### Local utilization, run 1

The die is cut into 11 by 21 equal tiles; black is low, pale yellow is high, 0 to 100% covered.
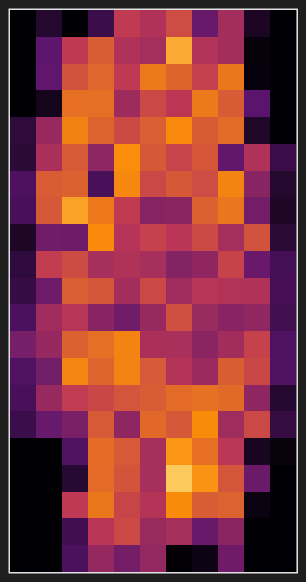
### Cells coloured by class, run 1

Scale bar: 20 µm. Fill, decap, tap and diode cells in grey.
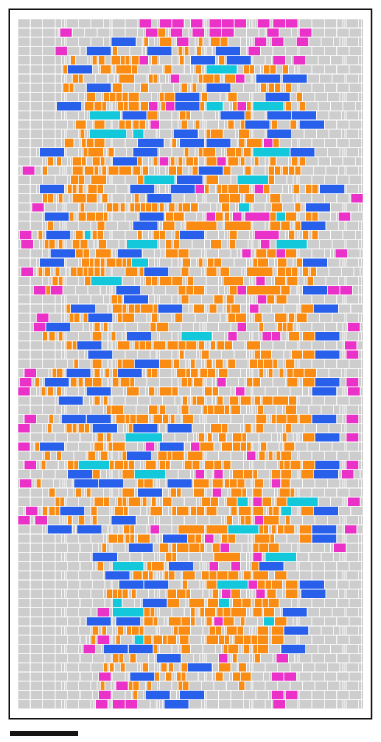
### Where the registers sit, run 1

Scale bar: 20 µm. Other sequential cells in the stronger grey, the rest of the logic in the fainter grey.
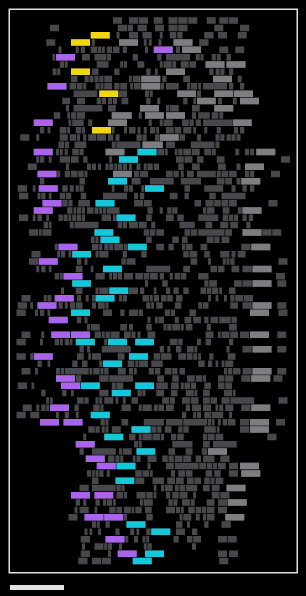
$ cat config.mk
export PLATFORM = sky130hd
export DESIGN_NAME = fp_to_int_seq
export DESIGN_NICKNAME = d
export VERILOG_FILES = /design/src/rtl/fp_to_int_seq.sv
export SDC_FILE = /design/constraint.sdc
export NUM_CORES = 1
export LEC_CHECK = 0
export CORE_ASPECT_RATIO = 2
export CORE_MARGIN = 2
export CORE_UTILIZATION = 35
export CTS_CLUSTER_SIZE = 12
export DETAILED_ROUTE_END_ITERATION = 10
export MAX_ROUTING_LAYER = met4
export PLACE_DENSITY = 0.58
export SLEW_MARGIN = 20
export SYNTH_ARGS = -nofsm -noshare
export SYNTH_HDL_FRONTEND = slang
export SYNTH_SLANG_ARGS = --single-unit
$ cat constraint.sdc
create_clock -name clk -period 4.55 [get_ports clk]
set_input_delay 1.1375 -clock clk [delete_from_list [all_inputs] [get_ports clk]]
set_output_delay 1.1375 -clock clk [all_outputs]
set_load 0.01 [all_outputs]
$ cat src/rtl/fp_to_int_seq.sv
// fp_to_int_seq
//   Sequential IEEE-754 single-precision to 32-bit integer converter.
//   An accepted operand is unpacked, aligned by an iterative shifter
//   (SHIFT_PER_CYCLE bit positions per cycle), rounded with the adder's
//   rounding-mode encoding and saturated RISC-V style.
//
// Handshake: a transfer happens on a rising edge where valid and ready are
//   both high. in_ready is high only in IDLE (and out of reset); out_valid is
//   high only in DONE and the result is held stable until out_ready is seen.
//
// Ports:
//   clk, rst_n        clock, synchronous active-low reset
//   in_valid/in_ready operand handshake
//   fp_a              single-precision operand
//   r_mode            000 RNE, 001 RTZ, 010 RDN, 011 RUP, 100 RMM, else RTZ
//   is_unsigned       1: uint32 result, 0: int32 result
//   out_valid/out_ready result handshake
//   int_result        converted integer
//   invalid, inexact  exception flags
//   dbg_state         current FSM state
//
// Build option: FP2INT_EARLY_OUT_EN sends specials and zeros from UNPACK
//   straight to DONE; without it they walk SHIFT and ROUND with a zero count.

module fp_to_int_seq #(
  parameter int SHIFT_PER_CYCLE = 1
) (
  input  logic        clk,
  input  logic        rst_n,
  input  logic        in_valid,
  output logic        in_ready,
  input  logic [31:0] fp_a,
  input  logic [2:0]  r_mode,
  input  logic        is_unsigned,
  output logic        out_valid,
  input  logic        out_ready,
  output logic [31:0] int_result,
  output logic        invalid,
  output logic        inexact,
  output logic [2:0]  dbg_state
);

  localparam logic [2:0] ST_IDLE   = 3'd0;
  localparam logic [2:0] ST_UNPACK = 3'd1;
  localparam logic [2:0] ST_SHIFT  = 3'd2;
  localparam logic [2:0] ST_ROUND  = 3'd3;
  localparam logic [2:0] ST_DONE   = 3'd4;

  logic [2:0]  state;
  logic [31:0] a_q;
  logic [2:0]  mode_q;
  logic        uns_q;
  logic        neg_q, nan_q, sat_q, zero_q, left_q;
  logic [32:0] w_q;
  logic        g_q, s_q;
  logic [4:0]  cnt_q;

  assign in_ready  = (state == ST_IDLE) && rst_n;
  assign out_valid = (state == ST_DONE);
  assign dbg_state = state;

  // Saturation value; NaN saturates toward the positive end.
  function automatic logic [31:0] sat_val(input logic nan, input logic neg,
                                          input logic uns);
    if (uns) sat_val = (nan || !neg) ? 32'hFFFF_FFFF : 32'h0000_0000;
    else     sat_val = (nan || !neg) ? 32'h7FFF_FFFF : 32'h8000_0000;
  endfunction

  // ---------------- unpack decode (from captured operand) ----------------
  logic [7:0]  exp_f, exp_eff, rdiff;
  logic [22:0] frac_f;
  logic        u_nan, u_special, u_zero, u_left;
  logic [4:0]  u_cnt;
  logic [32:0] u_w;

  always_comb begin
    exp_f     = a_q[30:23];
    frac_f    = a_q[22:0];
    u_nan     = (exp_f == 8'hFF) && (frac_f != 23'd0);
    // exp >= 159 means e >= 32; this also covers infinity and NaN.
    u_special = (exp_f >= 8'd159);
    u_zero    = (exp_f == 8'd0) && (frac_f == 23'd0);
    u_w       = {9'd0, (exp_f != 8'd0), frac_f};
    // Subnormals share the exponent of the smallest normal (e = -126).
    exp_eff   = (exp_f == 8'd0) ? 8'd1 : exp_f;
    u_left    = (exp_f >= 8'd150);
    rdiff     = 8'd150 - exp_eff;
    u_cnt     = 5'd0;
    if (u_special || u_zero) u_cnt = 5'd0;
    else if (u_left)         u_cnt = 5'(exp_f - 8'd150);
    else                     u_cnt = (rdiff > 8'd25) ? 5'd25 : rdiff[4:0];
  end

  // ---------------- one SHIFT cycle: up to SHIFT_PER_CYCLE bit steps -------
  logic [32:0] w_nx;
  logic        g_nx, s_nx;
  logic [4:0]  cnt_nx;

  always_comb begin
    w_nx   = w_q;
    g_nx   = g_q;
    s_nx   = s_q;
    cnt_nx = cnt_q;
    for (int i = 0; i < SHIFT_PER_CYCLE; i++) begin
      if (cnt_nx != 5'd0) begin
        if (left_q) begin
          w_nx = {w_nx[31:0], 1'b0};
        end else begin
          // The previous guard bit retires into sticky.
          s_nx = s_nx | g_nx;
          g_nx = w_nx[0];
          w_nx = {1'b0, w_nx[32:1]};
        end
        cnt_nx = cnt_nx - 5'd1;
      end
    end
  end

  // ---------------- rounding and range check ----------------
  logic        inc;
  logic [32:0] m;
  logic        range_bad;
  logic [31:0] r_res;
  logic        r_inv, r_inx;

  always_comb begin
    case (mode_q)
      3'b000:  inc = g_q & (s_q | w_q[0]);
      3'b010:  inc = neg_q & (g_q | s_q);
      3'b011:  inc = !neg_q & (g_q | s_q);
      3'b100:  inc = g_q;
      default: inc = 1'b0;
    endcase
    m = w_q + {32'd0, inc};
    if (uns_q) range_bad = (neg_q && (m != 33'd0)) || (m > 33'h0_FFFF_FFFF);
    else       range_bad = (!neg_q && (m > 33'h0_7FFF_FFFF)) ||
                           (neg_q && (m > 33'h0_8000_0000));
    r_res = neg_q ? (~m[31:0] + 32'd1) : m[31:0];
    r_inv = 1'b0;
    r_inx = g_q | s_q;
    if (sat_q || range_bad) begin
      r_res = sat_val(nan_q, neg_q, uns_q);
      r_inv = 1'b1;
      r_inx = 1'b0;
    end else if (zero_q) begin
      r_res = 32'd0;
      r_inx = 1'b0;
    end
  end

  // ---------------- FSM and datapath registers ----------------
  always_ff @(posedge clk) begin
    if (!rst_n) begin
      state      <= ST_IDLE;
      a_q        <= 32'd0;
      mode_q     <= 3'd0;
      uns_q      <= 1'b0;
      neg_q      <= 1'b0;
      nan_q      <= 1'b0;
      sat_q      <= 1'b0;
      zero_q     <= 1'b0;
      left_q     <= 1'b0;
      w_q        <= 33'd0;
      g_q        <= 1'b0;
      s_q        <= 1'b0;
      cnt_q      <= 5'd0;
      int_result <= 32'd0;
      invalid    <= 1'b0;
      inexact    <= 1'b0;
    end else begin
      case (state)
        ST_IDLE: begin
          if (in_valid) begin
            a_q    <= fp_a;
            mode_q <= r_mode;
            uns_q  <= is_unsigned;
            state  <= ST_UNPACK;
          end
        end
        ST_UNPACK: begin
          neg_q  <= a_q[31];
          nan_q  <= u_nan;
          sat_q  <= u_special;
          zero_q <= u_zero;
          left_q <= u_left;
          w_q    <= u_w;
          g_q    <= 1'b0;
          s_q    <= 1'b0;
          cnt_q  <= u_cnt;
`ifdef FP2INT_EARLY_OUT_EN
          if (u_special || u_zero) begin
            int_result <= u_special ? sat_val(u_nan, a_q[31], uns_q) : 32'd0;
            invalid    <= u_special;
            inexact    <= 1'b0;
            state      <= ST_DONE;
          end else begin
            state <= ST_SHIFT;
          end
`else
          state <= ST_SHIFT;
`endif
        end
        ST_SHIFT: begin
          if (cnt_q == 5'd0) begin
            state <= ST_ROUND;
          end else begin
            w_q   <= w_nx;
            g_q   <= g_nx;
            s_q   <= s_nx;
            cnt_q <= cnt_nx;
          end
        end
        ST_ROUND: begin
          int_result <= r_res;
          invalid    <= r_inv;
          inexact    <= r_inx;
          state      <= ST_DONE;
        end
        ST_DONE: begin
          if (out_ready) state <= ST_IDLE;
        end
        default: state <= ST_IDLE;
      endcase
    end
  end

endmodule

==> PnR_summary.wiki, run 1 <==
== Implementation results ==
{| class="wikitable"
! Metric !! Value
|-
| Run status || complete, no violations
|-
| Reported leakage power || 0.00319 µW
|-
| Most frequently placed logic cell in the final layout || nand2_1
|-
| FA/HA/MAJ Cells, Area Fraction || 1.53%
|-
| Post-DRT Antenna Nets || 0
|-
| Global-route total usage across every layer || 20.7%
|-
| Die Area || 22300 µm²
|-
| Crit path kind || register to register
|-
| Top cells by area, synth || dfxtp_1 32%, nand2_1 8.5%, a21oi_1 6.7%, xnor2_1 4.5%, mux2i_1 4.1%
|-
| Chip area in the Yosys report || 7380 µm²
|-
| Crit path required time || 4.87 ns
|-
| Routed via count || 7092
|-
| Worst r2r src || mode_q[0]
|-
| HP Start || g_q
|-
| Area fraction in compound gates after synthesis || 22.3%
|-
| Average footprint of a synthesized cell || 7.64 µm²
|-
| Basic-gate share of the synthesized area counting and, or, nand and nor cells || 27.7%
|-
| Number of nets at the end of the flow || 1076
|-
| Post-layout worst setup margin || 0.215 ns
|-
| Final worst clock skew || 0.00951 ns
|-
| Combinational Area || 4640 µm²
|-
| Power per standard cell area || 391 nW/µm²
|-
| Initial detailed-routing violation count || 268
|-
| Hold-fix buffers, CTS || 0
|-
| Count of flip-flops with a built-in enable after synthesis || 0
|-
| Final sum of negative setup slack || 0 ns
|-
| Final number of setup-violating endpoints || 0
|-
| Remaining design rule violation count || 0
|-
| Yosys warning count || 0
|-
| MUX share of area || 4.22%
|-
| Pin count of the biggest net entering global routing || 84
|-
| Endpoint of the worst hold-timing path || g_q
|-
| Worst-case reg-to-reg path depth || 15
|-
| Number of hold violations in the final report || 0
|-
| Routed wire length per instance || 16.7 µm
|-
| Post-DP HPWL || 16200 µm
|-
| Distinct cell type count of the synthesized netlist || 73
|-
| Critical path data arrival time || 4.65 ns
|-
| Sinks on Clock Net || 118
|-
| Fraction of synthesis flops using an asynchronous set or reset pin || 0%
|-
| TritonCTS clock tree || done
|-
| Flip-flop cell with the highest count after synthesis || dfxtp_1
|-
| FF+latch count, synth || 118
|-
| Post-layout minimum cycle time || 4.34 ns
|-
| Worst IR drop on VDD || 0.000199 V
|-
| Via count of the first global-routing pass || 6875
|-
| Placer congestion estimate || 0.926
|-
| Clock transition time at the flip-flop clock pins of the worst setup and hold paths || 0.06 ns
|-
| Die span in y || 209 µm
|-
| Total count of max-transition violations in the final report || 0
|-
| Share of the synthesized netlist area taken by xor and xnor gates || 6.53%
|-
| Worst min-delay path class || register to register
|-
| Combined area of all synthesized cells || 7380 µm²
|-
| Slack of the worst reg-to-reg path || 0.21 ns
|-
| Buffers added on ports || 78
|-
| CTS buffer count || 17
|-
| I/O pin cnt || 79
|-
| Filler Cells Inserted || 2167
|-
| Detailed-route wire length || 21800 µm
|-
| Total congestion overflow after global routing || 0
|-
| Maximum level of the CTS H-tree || 4
|-
| Number of OpenROAD warnings || 29
|-
| Crit-path max FO || 18
|-
| Initial antenna violation count || 0
|-
| Worst flop-to-flop path endpoint || int_result[9]
|-
| Total cells reported by yosys after synthesis || 966
|-
| Die W || 107 µm
|-
| Kind of end point of the critical path || register
|-
| Worst slew margin relative to its limit || 40.9%
|-
| First-pass GRT wire length || 35600 µm
|-
| Category of the worst setup path launch point || register
|-
| Net count after synthesis || 1015
|-
| Vias per cell || 5.42
|-
| Logic family by area || simple AND/OR/NAND/NOR gates
|-
| Gate count after technology mapping || 966
|-
| Largest area contributor in the netlist || dfxtp_1
|-
| Fraction of final layout cells with drive strength greater than 1 || 11.5%
|-
| Most frequent cells in the layout || 168 x nand2_1, 116 x dfxtp_1, 99 x a21oi_1, 78 x clkdlybuf4s50_1, 49 x o21ai_0
|-
| Area growth from synthesis to layout || 24.5%
|-
| Maximum capacitance violations || 0
|-
| Max Freq || 231 MHz
|-
| Hold path cells || 2
|-
| Share of the synthesized area in the top cell type || 32.0%
|-
| Maximum count of clock buffers along a single path || 2
|-
| Worst-Skew Late Latency || 0.44 ns
|-
| Final critical-path share of the clock period || 95.3%
|-
| Number of search-and-repair iterations in the first detailed-routing pass || 4
|-
| Part of the Yosys area used for sequential elements || 32.0%
|-
| Buffer cell driving the clock tree root || clkbuf_16
|-
| Antenna Cells || 0
|-
| Measured slew at the worst slew-check pin || 0.886 ns
|-
| Standard cell area after detailed placement || 8510 µm²
|-
| Pre-CTS WS || 0.115 ns
|}
-- 'Local utilization' (at the start) --
- mean over tiles: 40%
- emptiest ninth of the die: lower left
- nearly empty tiles: 13%
- tiles over 75% full: 2.6%
- fullest tile: 88%
end-of-flow core utilization: 44.1%
placeable core region: 20800 µm²
Starting Density: 35.4%

-- 'Cells coloured by class' (at the start) --
- registers: blue (cells 118; share of their area 27%)
- remaining logic cells: orange (cells 763; share of their area 53%)
- clock drivers and dummy loads: cyan (cells 32; share of their area 7.0%)
- remaining buffers and delay cells: magenta (cells 127; share of their area 13%)
area of all placed cells without fillers: 9190 µm²
row cnt: 75
share of cell area taken by flip-flops and latches: 25.7%

-- 'Where the registers sit' (at the start) --
- cnt_q: yellow (flops 5)
- w_q: cyan (flops 33)
- a_q: purple (flops 32; where a vertical strip on the left)
power drawn by the sequential cells: 1240 µW
Storage cell area: 2360 µm²

[run 1: critical path: stages (launching register included)]
cell and delay [ns]:
dfxtp_1 0.33, xnor2_1 0.12, or4b_2 0.61, nand2_1 0.13, ha_4 0.16, buf_4 0.14, nand4_4 0.20, or4_4 0.65
o21ai_1 0.21, and4b_2 0.30, nand4bb_4 0.14, nor4_4 0.42, o21ai_2 0.15, o21a_1 0.22, buf_12 0.15, a221o_1 0.26
[run 1: per-layer routing]
metal / up-vias / track usage (%) / share of wire [%]
met1: 3306 / 21.2 / 39
met3: 52 / 3.54 / 2.7
met4: 0 / 12.8 / 5.4
li1: 3609 / - / -
met2: 125 / 36.1 / 53
met5: - / - / 0
[run 1: layout make-up]
type                       count  area share (%)
tap                          269            3.66
sequential                   118            25.7
clock inverter                13            1.85
inverter                      13           0.531
multi-input combinational    750            50.5
timing repair buffer         127            12.8
clock buffer                  19            4.93
[run 1: timing repair]
item                       in CTS  in global routing
gates resized                   0                  9
buffers inserted                0                  2
setup endpoints to repair       0                 34
[run 1: sequential cells by signal, summed over array words and instances (netlist names)]
| name | count |
|---|---|
| w_q | 33 |
| a_q | 32 |
| int_result | 32 |
| cnt_q | 5 |
| dbg_state | 3 |
| mode_q | 3 |
| g_q | 1 |
| inexact | 1 |
| invalid | 1 |
| left_q | 1 |
| nan_q | 1 |
| neg_q | 1 |
| s_q | 1 |
| sat_q | 1 |
| uns_q | 1 |
| zero_q | 1 |
[run 1: report_power, final]
part | switching (µW) | total (µW) | internal [µW]
combinational | 555 | 922 | 368
clock | 530 | 1420 | 895
sequential | 127 | 1240 | 1110
total | 1210 | 3590 | 2380
[run 1: per-stage QoR]
stage               hold WS, ns  util (%)  instances  power, µW
detailed placement        0.469      40.8       1275       2180
CTS                       0.477      43.8       1307       3610
finish                    0.467      44.1       1309       3590
global route              0.493      44.1       1309       3770
floorplan                 0.436         -        966       1830
global placement          0.462      40.8       1275       2170
[run 1: cell usage after synthesis, types with 3 or more instances]
cell type	instances
ha_1	9
nand2_1	168
a211o_1	3
nand3_1	32
a221o_1	18
a22oi_1	5
and3_1	7
nor2_1	46
inv_1	12
dfxtp_1	118
a31oi_1	6
nor4_1	15
buf_4	6
nor3b_1	4
clkbuf_1	57
and2_1	10
nor3_1	29
buf_2	16
mux2i_1	30
o21a_1	7
xnor2_1	38
o211ai_1	27
or2_2	4
o21ai_0	49
or4_1	7
xor2_1	17
o221ai_1	3
o41ai_1	4
a21o_1	3
a211oi_1	3
or3_1	10
nor4_4	3
o31ai_1	11
nand4_1	22
buf_1	4
nand2b_1	7
and4_1	6
nor2b_1	6
a21oi_1	99
o21ai_2	3
[run 1: how the worst max path moves through the flow]
stage,from,end,slack (ns),cells past startpoint
5_1_grt,mode_q[0],int_result[9],-0.003,18
3_3_place_gp,mode_q[0],int_result[31],0.18,15
4_1_cts,mode_q[0],int_result[31],0.1,17
6_report,mode_q[0],int_result[9],0.21,15
2_1_floorplan,neg_q,int_result[16],0.06,18
3_5_place_dp,mode_q[0],int_result[31],0.12,17
==> run 1 -> run 2 <==
--- a/config.mk
+++ b/config.mk
@@ -8,10 +8,11 @@
 export CORE_ASPECT_RATIO = 2
 export CORE_MARGIN = 2
 export CORE_UTILIZATION = 35
+export CTS_CLUSTER_DIAMETER = 30
 export CTS_CLUSTER_SIZE = 12
 export DETAILED_ROUTE_END_ITERATION = 10
 export MAX_ROUTING_LAYER = met4
-export PLACE_DENSITY = 0.58
+export PLACE_DENSITY = 0.56
 export SLEW_MARGIN = 20
 export SYNTH_ARGS = -nofsm -noshare
 export SYNTH_HDL_FRONTEND = slang
==> constraint.sdc (replaced) <==
create_clock -name clk -period 4.2 [get_ports clk]
set_input_delay 1.05 -clock clk [delete_from_list [all_inputs] [get_ports clk]]
set_output_delay 1.05 -clock clk [all_outputs]
set_load 0.01 [all_outputs]
==> run 2 against run 1 <==
- core utilization increased by 1.2 points
- critical path type unchanged
- area after synthesis unchanged
- first-iteration DRC count increased by 18%
- routed wire length fell by 0.26%
- cell count up 2.3%
- count of clock-buffer cells in the layout rose by 1
- sequential cell count did not move
- die size unchanged
- hold slack gained 0.0037 ns
- worst setup slack got worse by 0.098 ns
==> PnR_summary.wiki, run 2 <==
== Implementation results ==
{| class="wikitable"
! Metric !! Value
|-
| Sw Share || 33.5% (-0.29 points)
|-
| Die Area || 22300 µm² (unchanged)
|-
| Post-DRT Antenna Nets || 0 (unchanged)
|-
| Reported leakage power || 0.00333 µW (+4.4%)
|-
| Critical path data arrival time || 4.40 ns (-0.25 ns)
|-
| Final critical-path share of the clock period || 97.2% (+1.9 points)
|-
| Yosys warning count || 0 (unchanged)
|-
| Combinational Area || 4690 µm² (+1.1%)
|-
| First-pass GRT wire length || 35800 µm (+0.74%)
|-
| Worst-Skew Late Latency || 0.43 ns (about the same)
|-
| Crit path kind || register to register
|-
| Slack of the worst reg-to-reg path || 0.12 ns (-0.10 ns)
|-
| Part of the Yosys area used for sequential elements || 32.0% (unchanged)
|-
| Max Freq || 245 MHz (+6.2%)
|-
| Worst IR drop on VDD || 0.000230 V (+16%)
|-
| Total count of max-transition violations in the final report || 0 (unchanged)
|-
| Max reg flops || 33 (unchanged)
|-
| Largest area contributor in the netlist || dfxtp_1
|-
| Number of nets at the end of the flow || 1106 (+2.8%)
|-
| Placer congestion estimate || 0.884 (-4.5%)
|-
| Final sum of negative setup slack || 0 ns (unchanged)
|-
| Worst slew margin relative to its limit || 31.8% (-9.2 points)
|-
| Post-layout minimum cycle time || 4.08 ns (-0.252 ns)
|-
| Crit path required time || 4.51 ns (-0.36 ns)
|-
| Post-DP HPWL || 16200 µm (-0.24%)
|-
| Run status || complete, no violations
|-
| Register with the most flip-flops || w_q
|-
| Power per standard cell area || 409 nW/µm² (+4.7%)
|-
| Dominant cell by count in the synthesized netlist || nand2_1
|-
| Sinks on Clock Net || 118 (unchanged)
|-
| Final number of setup-violating endpoints || 0 (unchanged)
|-
| Maximum level of the CTS H-tree || 4 (unchanged)
|-
| Final worst clock skew || 0.00636 ns (-0.00316 ns)
|-
| Clock transition time at the flip-flop clock pins of the worst setup and hold paths || 0.05 ns (about the same)
|-
| Filler Cells Inserted || 2125 (-1.9%)
|-
| Count of flip-flops with a built-in enable after synthesis || 0 (unchanged)
|-
| Kind of end point of the critical path || register
|-
| Crit-path max FO || 18 (unchanged)
|-
| Top cells by area, synth || dfxtp_1 32%, nand2_1 8.5%, a21oi_1 6.7%, xnor2_1 4.5%, mux2i_1 4.1%
|-
| FF+latch count, synth || 118 (unchanged)
|-
| Global routing met2 resource utilization || 37.7% (+1.6 points)
|-
| Starting Density || 35.4% (unchanged)
|-
| Pre-CTS WS || -0.0754 ns (-0.191 ns)
|-
| Total congestion overflow after global routing || 0 (unchanged)
|-
| Clock network fraction of design power || 37.7% (-2.0 points)
|-
| Number of OpenROAD warnings || 30 (+3.4%)
|-
| Power share of the sequential group || 34.8% (+0.2 points)
|-
| Hold path cells || 2 (unchanged)
|-
| HP Start || a_q[5]
|-
| Worst r2r src || mode_q[2]
|-
| Category of the worst setup path launch point || register
|-
| Placeable core region || 20800 µm² (unchanged)
|-
| Post-layout worst setup margin || 0.117 ns (-0.0978 ns)
|-
| Share of the synthesized area in the top cell type || 32.0% (unchanged)
|-
| Flip-flop cell with the highest count after synthesis || dfxtp_1
|-
| Portion of total power attributed to combinational logic || 27.5% (+1.8 points)
|-
| Number of search-and-repair iterations in the first detailed-routing pass || 7 (+3)
|-
| Total cells reported by yosys after synthesis || 966 (unchanged)
|-
| Storage cell area || 2360 µm² (unchanged)
|-
| Most frequent cells in the layout || 167 x nand2_1, 116 x dfxtp_1, 99 x a21oi_1, 78 x clkdlybuf4s50_1, 74 x buf_4
|-
| Area growth from synthesis to layout || 28.0%
|-
| Gate count after technology mapping || 966 (unchanged)
|-
| Most frequently placed logic cell in the final layout || nand2_1
|-
| List of most frequent post-synthesis cells || 168 x nand2_1, 118 x dfxtp_1, 99 x a21oi_1, 57 x clkbuf_1, 49 x o21ai_0
|}
## run 2: netlist changes by cell type in the layout (fill, tap and decap cells not counted), sizes merged
cell	previous run	this run
clkinv	4	7
inv	16	13
clkbuf	19	20
buf	49	79
bufinv	3	2
## run 2: cells by family after synthesis
| family | after synthesis | synth area share [%] |
|---|---|---|
| DFF | 118 | 32.0 |
| buffers and inverters | 98 | 5.77 |
| adders and majority gates | 9 | 1.53 |
| and+or+nand+nor | 397 | 27.7 |
| AOI/OAI and AO/OA | 258 | 22.3 |
| muxes | 31 | 4.22 |
| xor gates and xnor gates | 55 | 6.53 |
## run 2: area by class of cell
cell class / instances / share of cell area, %
multi-input cells: 750 / 49.7
well taps: 269 / 3.56
flip-flops and latches: 118 / 25.0
clock inverters: 12 / 1.36
repair buffers: 157 / 15.0
inverters: 13 / 0.517
clock buffers: 20 / 4.84
## run 2: how the worst max path moves through the flow
| stage | slack, ns | endpoint | depth (start not counted) |
|---|---|---|---|
| after floorplan | 0.06 | int_result[16] | 17 |
| after global placement | -0.03 | int_result[31] | 15 |
| after detailed placement | -0.08 | int_result[31] | 15 |
| after CTS | 0.02 | int_result[31] | 15 |
| after global routing | -0.006 | int_result[23] | 16 |
| final | 0.12 | int_result[23] | 15 |
## run 2: repair_timing
| item | in CTS | in global routing |
|---|---|---|
| endpoints found under the setup margin | 33 | 34 |
| cloned | 0 | 0 |
| gates resized | 4 | 11 |
| pin swaps | 4 | 10 |
| buffers inserted | 1 | 4 |
| hold buffers | 0 | 0 |
## run 2: per-stage QoR
stage                     hold slack [ns]  instance area [µm²]  utilization [%]  std cells  power [µW]
after floorplan                     0.436                 7430                -        966        1990
after global placement              0.456                 8770             42.1       1303        2420
after detailed placement            0.463                 8770             42.1       1303        2430
after CTS                           0.470                 9380             45.0       1336        3900
after global routing                0.486                 9450             45.3       1339        4080
final                               0.470                 9450             45.3       1339        3860
## run 2: power groups by stage
| stage | Combinational (µW) | Clock (µW) | Sequential [µW] |
|---|---|---|---|
| floorplan | 697 | 0 | 1290 |
| global placement | 1060 | 0 | 1370 |
| detailed placement | 1060 | 0 | 1370 |
| CTS | 1070 | 1490 | 1340 |
| global route | 1190 | 1540 | 1360 |
| finish | 1060 | 1450 | 1340 |
## run 2: worst max-delay path, cell delays in order, from the launching register on
cell,delay (ns)
dfxtp_1,0.31
buf_4,0.13
or4b_4,0.54
nand2_4,0.10
ha_4,0.14
ha_4,0.14
and3_4,0.18
nand4_1,0.17
or4_4,0.58
and2_4,0.16
or4_4,0.52
o32ai_4,0.23
and3_4,0.25
nor4_4,0.05
buf_12,0.16
a221o_1,0.30
## run 2: routing by layer
layer	wire length [µm]	part of all wire [%]	vias up
met4	807	3.7	0
met5	0	0	-
met2	11900	55	145
met3	532	2.4	42
li1	-	-	3675
met1	8530	39	3311
### Track usage over the die, run 2

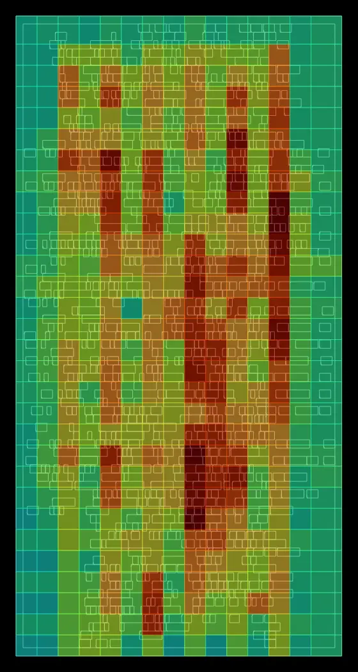
global-route total usage across every layer: 20.7%
routed wire length per instance: 16.3 µm
Top Usage Layer GRT: met2

### Metal layers overlaid, run 2

Scale bar: 20 µm. Only two layers are drawn.
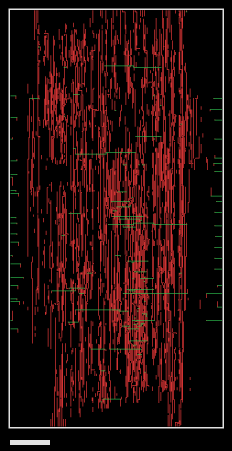
- M2: red (wire length 11900 µm)
- M3: green (wire length 532 µm)
routed via count: 7173
detailed-route wire length: 21800 µm

==> run 2 -> run 3 <==
--- a/config.mk
+++ b/config.mk
@@ -5,6 +5,7 @@
 export SDC_FILE = /design/constraint.sdc
 export NUM_CORES = 1
 export LEC_CHECK = 0
+export ABC_CLOCK_PERIOD_IN_PS = 4200
 export CORE_ASPECT_RATIO = 2
 export CORE_MARGIN = 2
 export CORE_UTILIZATION = 35
### Cells coloured by class, run 3

Scale bar: 20 µm. Fill, decap, tap and diode cells in grey.
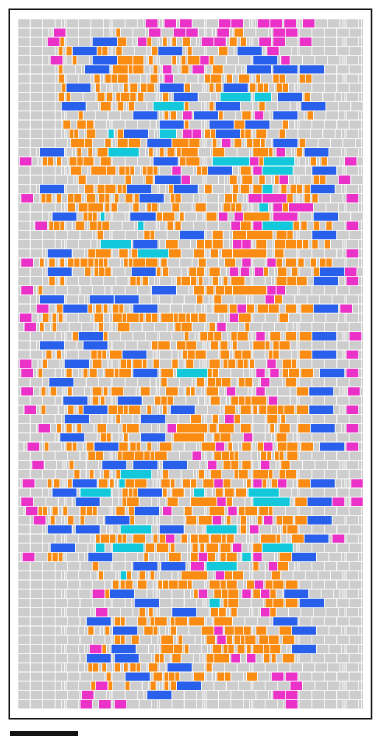
- remaining buffers and delay cells: magenta (cells 157; share of their area 16%)
- registers: blue (cells 118; share of their area 26%)
- remaining logic cells: orange (cells 763; share of their area 52%)
- clock drivers and dummy loads: cyan (cells 32; share of their area 6.4%)
share of cell area taken by flip-flops and latches: 25.0%
area of all placed cells without fillers: 9450 µm²

### Where the registers sit, run 3

Scale bar: 20 µm. Other sequential cells in the stronger grey, the rest of the logic in the fainter grey.
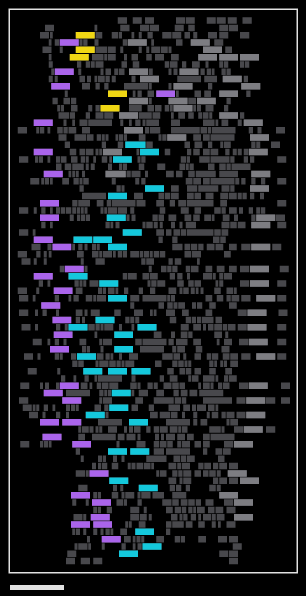
- cnt_q: yellow (flops 5; where upper left)
- w_q: cyan (flops 33)
- a_q: purple (flops 32; where a vertical strip on the left)
- not coloured: 48
power drawn by the sequential cells: 1340 µW
end-of-flow core utilization: 45.3%

==> run 3 against run 2 <==
- design area unchanged
- critical endpoint unchanged
- synthesized cell count unchanged
- hold slack unchanged
- sequential cell count unchanged
==> PnR_summary.wiki, run 3 <==
== Implementation results ==
{| class="wikitable"
! Metric !! Value
|-
| Run status || complete, no violations
|-
| Placeable core region || 20800 µm² (unchanged)
|-
| Total cells reported by yosys after synthesis || 966 (unchanged)
|-
| Critical path data arrival time || 4.40 ns (about the same)
|-
| Maximum capacitance violations || 0
|-
| Final worst clock skew || 0.00636 ns (unchanged)
|-
| RSZ-0062 raised after global routing || yes
|-
| Number of nets at the end of the flow || 1106 (unchanged)
|-
| Via count of the first global-routing pass || 7017
|-
| Crit path required time || 4.51 ns (about the same)
|-
| Net count after synthesis || 1015
|-
| Top cells by area, synth || dfxtp_1 32%, nand2_1 8.5%, a21oi_1 6.7%, xnor2_1 4.5%, mux2i_1 4.1%
|-
| Detailed-route wire length || 21800 µm (unchanged)
|-
| Routed wire length per instance || 16.3 µm (unchanged)
|-
| Part of the Yosys area used for sequential elements || 32.0% (unchanged)
|-
| Top flop regs || w_q x33, a_q x32, int_result x32
|-
| Area fraction in compound gates after synthesis || 22.3% (unchanged)
|-
| Buffers added on ports || 78
|-
| Buffer cell driving the clock tree root || clkbuf_16
|-
| Post-DRT Antenna Nets || 0 (unchanged)
|-
| Register with the most flip-flops || w_q
|-
| Power per standard cell area || 409 nW/µm² (unchanged)
|-
| Share of the synthesized netlist area taken by xor and xnor gates || 6.53% (unchanged)
|-
| Worst min-delay path class || register to register
|-
| Max reg flops || 33 (unchanged)
|-
| Distinct cell type count of the synthesized netlist || 73
|-
| Crit path buffers/inverters || 2 (unchanged)
|-
| I/O pin cnt || 79
|-
| Area growth from synthesis to layout || 28.0% (unchanged)
|-
| Die span in y || 209 µm
|-
| Crit path kind || register to register
|-
| Max Freq || 245 MHz (unchanged)
|-
| Maximum count of clock buffers along a single path || 2
|-
| Routed via count || 7173 (unchanged)
|-
| Most frequent cells in the layout || 167 x nand2_1, 116 x dfxtp_1, 99 x a21oi_1, 78 x clkdlybuf4s50_1, 74 x buf_4
|-
| Global-route total usage across every layer || 20.7% (unchanged)
|-
| Sw power || 1290 µW
|-
| Worst-Skew Late Latency || 0.43 ns (about the same)
|-
| CP max stage cell || or4_4
|-
| CP peak stage delay || 0.58 ns (about the same)
|-
| Antenna Cells || 0
|-
| Fraction of synthesis flops using an asynchronous set or reset pin || 0%
|-
| Share of the synthesized area in the top cell type || 32.0% (unchanged)
|-
| Row cnt || 75
|-
| Number of OpenROAD warnings || 30 (unchanged)
|-
| Fraction of final layout cells with drive strength greater than 1 || 14.4%
|-
| Dominant cell by count in the synthesized netlist || nand2_1
|-
| Worst IR drop on VDD || 0.000230 V (unchanged)
|-
| Number of hold violations in the final report || 0
|-
| Clock transition time at the flip-flop clock pins of the worst setup and hold paths || 0.05 ns (about the same)
|-
| Gate family responsible for the most delay along the worst path || simple AND/OR/NAND/NOR gates
|-
| Starting Density || 35.4% (unchanged)
|-
| Flip-flop cell with the highest count after synthesis || dfxtp_1
|-
| Total congestion overflow after global routing || 0 (unchanged)
|-
| Sw Share || 33.5% (unchanged)
|-
| Pre-CTS WS || -0.0754 ns (unchanged)
|-
| Average footprint of a synthesized cell || 7.64 µm²
|-
| Placed insts || 1303 (unchanged)
|-
| Remaining design rule violation count || 0
|-
| Die W || 107 µm
|-
| Kind of end point of the critical path || register
|-
| TritonCTS clock tree || done
|-
| Initial detailed-routing violation count || 317
|-
| Worst slew margin relative to its limit || 31.8% (unchanged)
|-
| Yosys warning count || 0 (unchanged)
|-
| Final number of setup-violating endpoints || 0 (unchanged)
|-
| FF+latch count, synth || 118 (unchanged)
|-
| Initial antenna violation count || 0
|-
| Crit-path max FO || 18 (unchanged)
|-
| Vias per cell || 5.36
|-
| Largest area contributor in the netlist || dfxtp_1
|-
| Final critical-path share of the clock period || 97.2% (unchanged)
|-
| Combined area of all synthesized cells || 7380 µm²
|-
| FA/HA/MAJ Cells, Area Fraction || 1.53% (unchanged)
|-
| Total count of max-transition violations in the final report || 0 (unchanged)
|-
| Basic-gate share of the synthesized area counting and, or, nand and nor cells || 27.7% (unchanged)
|-
| Measured slew at the worst slew-check pin || 1.02 ns
|-
| Most frequently placed logic cell in the final layout || nand2_1
|-
| First-pass GRT wire length || 35800 µm (unchanged)
|-
| Post-DP HPWL || 16200 µm (unchanged)
|-
| Post-layout minimum cycle time || 4.08 ns (unchanged)
|-
| Total design power || 3860 µW (unchanged)
|-
| Sinks on Clock Net || 118 (unchanged)
|-
| Portion of total power attributed to combinational logic || 27.5% (about the same)
|-
| Placer congestion estimate || 0.884 (unchanged)
|-
| CTS buffer count || 17
|-
| Number of search-and-repair iterations in the first detailed-routing pass || 7 (unchanged)
|-
| Power share of the sequential group || 34.8% (about the same)
|-
| Clock network fraction of design power || 37.7% (about the same)
|-
| List of most frequent post-synthesis cells || 168 x nand2_1, 118 x dfxtp_1, 99 x a21oi_1, 57 x clkbuf_1, 49 x o21ai_0
|-
| MUX share of area || 4.22% (unchanged)
|-
| Filler Cells Inserted || 2125 (unchanged)
|-
| Count of flip-flops with a built-in enable after synthesis || 0 (unchanged)
|-
| Category of the worst setup path launch point || register
|-
| Hold-fix buffers, CTS || 0 (unchanged)
|-
| Post-Layout Cell Count || 1339 (unchanged)
|-
| Die Area || 22300 µm² (unchanged)
|-
| Chip area in the Yosys report || 7380 µm²
|-
| Series of cell instances along the critical path || buf_4 -> or4b_4 -> nand2_4 -> ha_4 -> ha_4 -> and3_4 -> nand4_1 -> or4_4 -> and2_4 -> or4_4 -> o32ai_4 -> and3_4 -> nor4_4 -> buf_12 -> a221o_1
|-
| Reported leakage power || 0.00333 µW (unchanged)
|-
| Logic family by area || simple AND/OR/NAND/NOR gates
|-
| Post-layout worst setup margin || 0.117 ns (unchanged)
|-
| Gate count after technology mapping || 966 (unchanged)
|-
| Maximum level of the CTS H-tree || 4 (unchanged)
|}
==> run 3: final cells by class <==
class                           count  area [µm²]  share of cell area (%)
Clock buffer                       20         457                    4.84
Clock inverter                     12         129                    1.36
Inverter                           13        48.8                   0.517
Multi-Input combinational cell    750        4690                    49.7
Sequential cell                   118        2360                    25.0
Tap cell                          269         337                    3.56
Timing Repair Buffer              157        1420                    15.0
==> run 3: power groups by stage <==
| stage | combinational [µW] | clock [µW] | sequential, µW |
|---|---|---|---|
| after detailed placement | 1060 | 0 | 1370 |
| after floorplan | 697 | 0 | 1290 |
| after global routing | 1190 | 1540 | 1360 |
| final | 1060 | 1450 | 1340 |
| after global placement | 1060 | 0 | 1370 |
| after CTS | 1070 | 1490 | 1340 |
==> run 3: worst paths after layout <==
check	startpoint	to	slack (ns)	depth (start not counted)
max	mode_q[2]	int_result[23]	0.12	15
min	a_q[5]	a_q[5]	0.47	2
max reg2reg	mode_q[2]	int_result[23]	0.12	15
min reg2reg	a_q[5]	a_q[5]	0.47	2
==> run 3: kinds of logic (layout without fill, tap and decap cells) <==
family          after synthesis  count (layout)
simple gates                397             397
xor+xnor                     55              55
compound gates              258             258
buf+inv                      98             202
mux                          31              31
fa+ha+maj                     9               9
flops                       118             118
==> run 3: timing repair <==
item,CTS,global route
gates resized,4,11
setup endpoints to repair,33,34
setup buffers,1,4
pin swaps,4,10
==> run 3: layer usage <==
layer | share of wire (%) | vias to the layer above | GRT usage (%)
met5 | 0 | - | -
met4 | 3.7 | 0 | 10.1
met3 | 2.4 | 42 | 2.33
met2 | 55 | 145 | 37.7
met1 | 39 | 3311 | 21.6
li1 | - | 3675 | -
==> run 3: through the flow <==
step | utilization, % | hold slack, ns | setup TNS (ns) | area [µm²]
finish | 45.3 | 0.470 | 0 | 9450
global route | 45.3 | 0.486 | -0.0114 | 9450
global placement | 42.1 | 0.456 | -0.0442 | 8770
detailed placement | 42.1 | 0.463 | -1.01 | 8770
floorplan | - | 0.436 | 0 | 7430
CTS | 45.0 | 0.470 | 0 | 9380
==> run 3: worst reg2reg max path, stage by stage, from the launching register on <==
cell and delay, ns:
dfxtp_1 0.31, buf_4 0.13, or4b_4 0.54, nand2_4 0.10, ha_4 0.15, ha_4 0.14
and3_4 0.18, nand4_1 0.17, or4_4 0.58, and2_4 0.16, or4_4 0.52, o32ai_4 0.23
and3_4 0.25, nor4_4 0.05, buf_12 0.16, a221o_1 0.31
Power figures rest on the tool's default switching activity, not on a simulated workload.
